--- config.mk ---
export PLATFORM = sky130hd
export DESIGN_NAME = corevx_ptw
export DESIGN_NICKNAME = d
export VERILOG_FILES = /design/src/rtl/corevx_ptw.sv
export SDC_FILE = /design/constraint.sdc
export NUM_CORES = 1
export LEC_CHECK = 0
export ABC_AREA = 1
export ABC_CLOCK_PERIOD_IN_PS = 3350
export CAP_MARGIN = 20
export CORE_MARGIN = 4
export CORE_UTILIZATION = 50
export CTS_BUF_LIST = sky130_fd_sc_hd__clkbuf_2
export DETAILED_ROUTE_END_ITERATION = 16
export HOLD_SLACK_MARGIN = 0.08
export PLACE_DENSITY = 0.85
export SLEW_MARGIN = 25
export SYNTH_ARGS = -nofsm -noshare
export SYNTH_HDL_FRONTEND = slang
export SYNTH_SLANG_ARGS = --single-unit
--- constraint.sdc ---
create_clock -name clk -period 3.35 [get_ports clk]
set_clock_uncertainty 0.15 [all_clocks]
set_input_delay 0.5025 -clock clk [delete_from_list [all_inputs] [get_ports clk]]
set_output_delay 0.5025 -clock clk [all_outputs]
set_load 0.03 [all_outputs]
--- src/rtl/corevx_ptw.sv ---
// Sv32 page table walker. It resolves a TLB miss from the cache by reading
// one or two PTEs over an Avalon-MM read master. The result is a PPN plus
// the leaf access bits, or a page fault, or an access fault.
module corevx_ptw (
    input  logic        clk,
    input  logic        rst_n,
    input  logic        resolve_request,
    input  logic [19:0] resolve_virtual_address,
    input  logic [21:0] satp_ppn,
    output logic        resolve_done,
    output logic        resolve_pagefault,
    output logic        resolve_accessfault,
    output logic [7:0]  resolve_access_bits,
    output logic [21:0] resolve_physical_address,
    output logic [33:0] avl_address,
    output logic        avl_read,
    input  logic        avl_waitrequest,
    input  logic [31:0] avl_readdata,
    input  logic        avl_readdatavalid,
    input  logic [1:0]  avl_response
);

    typedef enum logic [1:0] {
        S_IDLE  = 2'd0,
        S_ISSUE = 2'd1,
        S_WAIT  = 2'd2,
        S_DONE  = 2'd3
    } state_t;

    // A PTE is invalid if V is clear or if it is writable without being readable.
    function automatic logic pte_invalid(input logic [7:0] flags);
        pte_invalid = (flags[0] == 1'b0) || ((flags[1] == 1'b0) && (flags[2] == 1'b1));
    endfunction

    // A PTE is a leaf when it grants read or execute permission.
    function automatic logic pte_leaf(input logic [7:0] flags);
        pte_leaf = (flags[1] == 1'b1) || (flags[3] == 1'b1);
    endfunction

    state_t      state_q, state_d;
    logic        lvl_q, lvl_d;
    logic [19:0] vpn_q, vpn_d;
    logic [33:0] addr_q, addr_d;
    logic        read_q, read_d;
    logic        done_q, done_d;
    logic        pf_q, pf_d;
    logic        af_q, af_d;
    logic [7:0]  bits_q, bits_d;
    logic [21:0] ppn_q, ppn_d;

    // Result of evaluating the returned PTE. It is only committed when the walk terminates.
    logic        finish_s;
    logic        res_pf_s;
    logic        res_af_s;
    logic [7:0]  res_bits_s;
    logic [21:0] res_ppn_s;

    // Next-state logic and PTE evaluation for the walk FSM.
    always_comb begin
        state_d    = state_q;
        lvl_d      = lvl_q;
        vpn_d      = vpn_q;
        addr_d     = addr_q;
        read_d     = read_q;
        done_d     = 1'b0;
        pf_d       = pf_q;
        af_d       = af_q;
        bits_d     = bits_q;
        ppn_d      = ppn_q;
        finish_s   = 1'b0;
        res_pf_s   = 1'b0;
        res_af_s   = 1'b0;
        res_bits_s = 8'h00;
        res_ppn_s  = 22'd0;

        case (state_q)
            S_IDLE: begin
                if (resolve_request) begin
                    vpn_d   = resolve_virtual_address;
                    addr_d  = {satp_ppn, resolve_virtual_address[19:10], 2'b00};
                    lvl_d   = 1'b1;
                    read_d  = 1'b1;
                    state_d = S_ISSUE;
                end else begin
                    read_d  = 1'b0;
                end
            end
            S_ISSUE: begin
                if (!avl_waitrequest) begin
                    read_d  = 1'b0;
                    state_d = S_WAIT;
                end else begin
                    read_d  = 1'b1;
                end
            end
            S_WAIT: begin
                if (avl_readdatavalid) begin
                    if (avl_response != 2'b00) begin
                        finish_s = 1'b1;
                        res_af_s = 1'b1;
                    end else if (pte_invalid(avl_readdata[7:0])) begin
                        finish_s = 1'b1;
                        res_pf_s = 1'b1;
                    end else if (pte_leaf(avl_readdata[7:0])) begin
                        finish_s = 1'b1;
                        if (lvl_q) begin
                            // A megapage leaf must have its low PPN field clear.
                            if (avl_readdata[19:10] != 10'd0) begin
                                res_pf_s = 1'b1;
                            end else begin
                                res_ppn_s  = {avl_readdata[31:20], vpn_q[9:0]};
                                res_bits_s = avl_readdata[7:0];
                            end
                        end else begin
                            res_ppn_s  = avl_readdata[31:10];
                            res_bits_s = avl_readdata[7:0];
                        end
                    end else if (lvl_q) begin
                        // Pointer to the next-level table: descend one level.
                        addr_d  = {avl_readdata[31:10], vpn_q[9:0], 2'b00};
                        lvl_d   = 1'b0;
                        read_d  = 1'b1;
                        state_d = S_ISSUE;
                    end else begin
                        finish_s = 1'b1;
                        res_pf_s = 1'b1;
                    end
                end else begin
                    state_d = S_WAIT;
                end

                if (finish_s) begin
                    state_d = S_DONE;
                    done_d  = 1'b1;
                    pf_d    = res_pf_s;
                    af_d    = res_af_s;
                    bits_d  = res_bits_s;
                    ppn_d   = res_ppn_s;
                end else begin
                    done_d  = 1'b0;
                end
            end
            S_DONE: begin
                state_d = S_IDLE;
                lvl_d   = 1'b1;
            end
            default: begin
                state_d = S_IDLE;
                read_d  = 1'b0;
                lvl_d   = 1'b1;
            end
        endcase
    end

    // State and registered-output flops; reset abandons any walk in progress.
    always_ff @(posedge clk or negedge rst_n) begin
        if (!rst_n) begin
            state_q <= S_IDLE;
            lvl_q   <= 1'b1;
            vpn_q   <= 20'd0;
            addr_q  <= 34'd0;
            read_q  <= 1'b0;
            done_q  <= 1'b0;
            pf_q    <= 1'b0;
            af_q    <= 1'b0;
            bits_q  <= 8'h00;
            ppn_q   <= 22'd0;
        end else begin
            state_q <= state_d;
            lvl_q   <= lvl_d;
            vpn_q   <= vpn_d;
            addr_q  <= addr_d;
            read_q  <= read_d;
            done_q  <= done_d;
            pf_q    <= pf_d;
            af_q    <= af_d;
            bits_q  <= bits_d;
            ppn_q   <= ppn_d;
        end
    end

    assign resolve_done             = done_q;
    assign resolve_pagefault        = pf_q;
    assign resolve_accessfault      = af_q;
    assign resolve_access_bits      = bits_q;
    assign resolve_physical_address = ppn_q;
    assign avl_address              = addr_q;
    assign avl_read                 = read_q;

endmodule
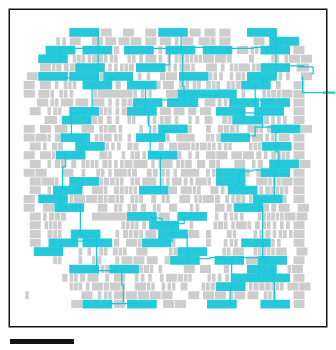
Fig. 1. Port wiring.
Bar = 20 µm.
color	port	direction	edge	end cells	buffers	wire
cyan	rst_n	input	right	79	2	532 µm
IO Pins: 149
Port Buf Inserts: 144

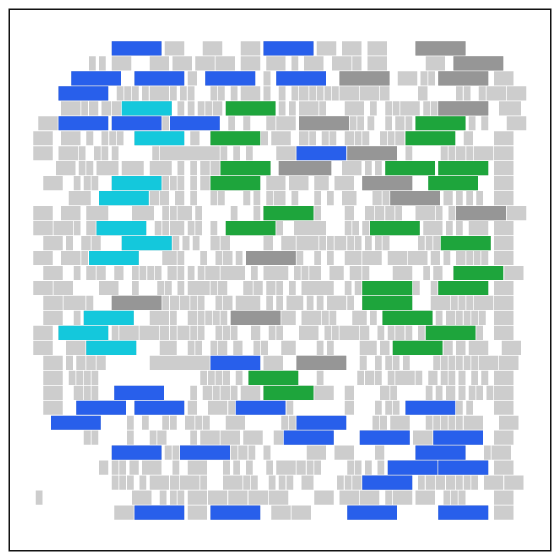
Fig. 2. Sequential cells colored by netlist name.
Other sequential cells in the stronger gray, the rest of the logic in the fainter gray.
color	signal	placed flops
blue	avl_address	32
green	resolve_physical_address	22
cyan	vpn_q	10
not colored	15
Post-Route Utilization: 72.2%
sequential cell area: 1980 µm²
Seq. pwr: 1420 µW
Seq area share: 35.1%

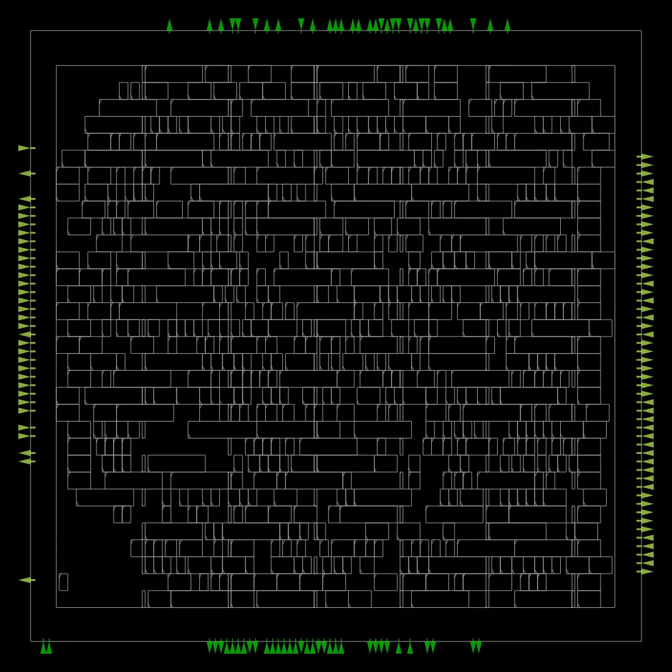
Fig. 3. Placed standard cells.
Rows: 32
Layout Cells excl Fill: 784

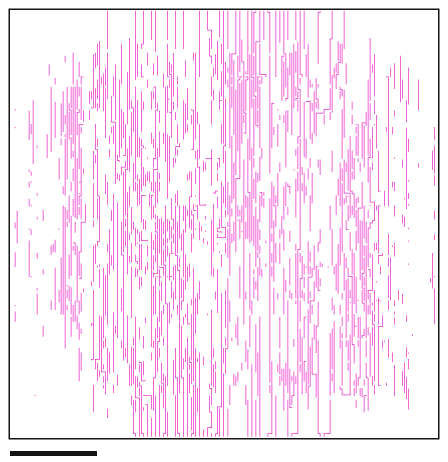
Fig. 4. M2 wires.
Bar = 20 µm.
main direction	vertical
nets with wire on the layer	607
share of all routed wire	49%
wire length on this layer	5820 µm

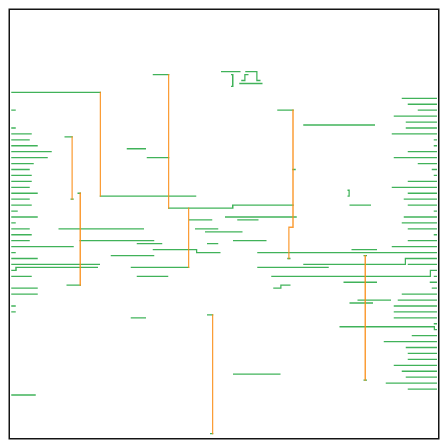
Fig. 5. Signal wires by layer.
Only two layers are drawn.
color	layer	wire length
orange	met4	194 µm
green	met3	921 µm
GRT Util Overall: 25.2%
WL per Instance: 15.2 µm
Post-Route WL: 11900 µm
DR vias: 4079

## critical path, cell delays in order (launching register included)
cell and delay, ns:
dfstp_2 0.72, inv_2 0.17, nor2_1 0.13, nand2_1 0.14
nand2_4 0.38, nand2_2 0.49, nand2_1 0.21, nand2_1 0.08
## metal layers
metal	GRT usage [%]	share of wire, %	vias to the layer above	wire length (µm)
met5	0	0	-	0
met3	4.93	7.7	20	920
met1	33.2	42	1943	4990
li1	-	-	1952	-
met2	41.7	49	164	5820
met4	8.41	1.6	0	194
## repair_timing
| action | in CTS | in global routing |
|---|---|---|
| hold buffers | 1 | 0 |
| endpoints found under the hold margin | 78 | 0 |
| buffers inserted | 0 | 0 |
## registers in the layout, indices dropped and copies added (netlist names), 2 cells and up
name                      flops
resolve_access_bits           8
resolve_physical_address     22
vpn_q                        10
state_q                       2
avl_address                  32
==> results.yml <==
# yosys + openroad results
outcome:
  status: "completed"
logic_synthesis:
  ys_sh_aoi_pct: 2.71
  synth_chip_area_um2: 4060
  edf_count: 0
  ys_async_sr_fraction_pct: 100
  yosysWarnings: 0
  ys_types: 27
  synthSimpleGateAreaFrac_pct: 37.8
  syn_avg_cell_area_um2: 7.47
  ys_top_logic_family: "simple AND/OR/NAND/NOR gates"
clocking:
  cts_sinks: 79
  cts_max_path_buffers: 2
  cts_tree: "done"
setup_path:
  startpoint_type: "register"
  r2r_slack_ns: 0.81
  crit_path_end: "avl_address[5]"
power_and_ir_drop:
  clkPwrFrac_pct: 14.0
  switchingPower_uw: 1970
  p_clk_uw: 604
  peakVddDrop_mv: 0.432
  switching_share_pct: 45.6
  power.leakage_uw: 0.00299
  internal_power_uw: 2340
floorplan:
  die_x_um: 98.1
  fp_util_pct: 52.0
  chipArea_um2: 9620
job:
  warnings: 30
final_timing:
  fin_ws_ns: 0.808
  finalHoldViolCount: 0
  timing.fmax_ghz: 0.393
  setup_violations: 0
worst_hold_path:
  min_to: "resolve_access_bits[4]"
  min_path_cells: 3
cells_and_area:
  n_all_buffers: 153
  nFlopsAndLatches: 79
  drive_above_1_share_pct: 6.60
  mostFrequentLayoutCells: "nand2_1 (282), clkdlybuf4s50_1 (143), dfrtp_1 (78)"
grt:
  grt_antenna_before_repair: 0
  grt_first_pass_wirelength_um: 19600
place:
  postPlaceCellArea_um2: 5490
Power figures rest on the tool's default switching activity, not on a simulated workload.
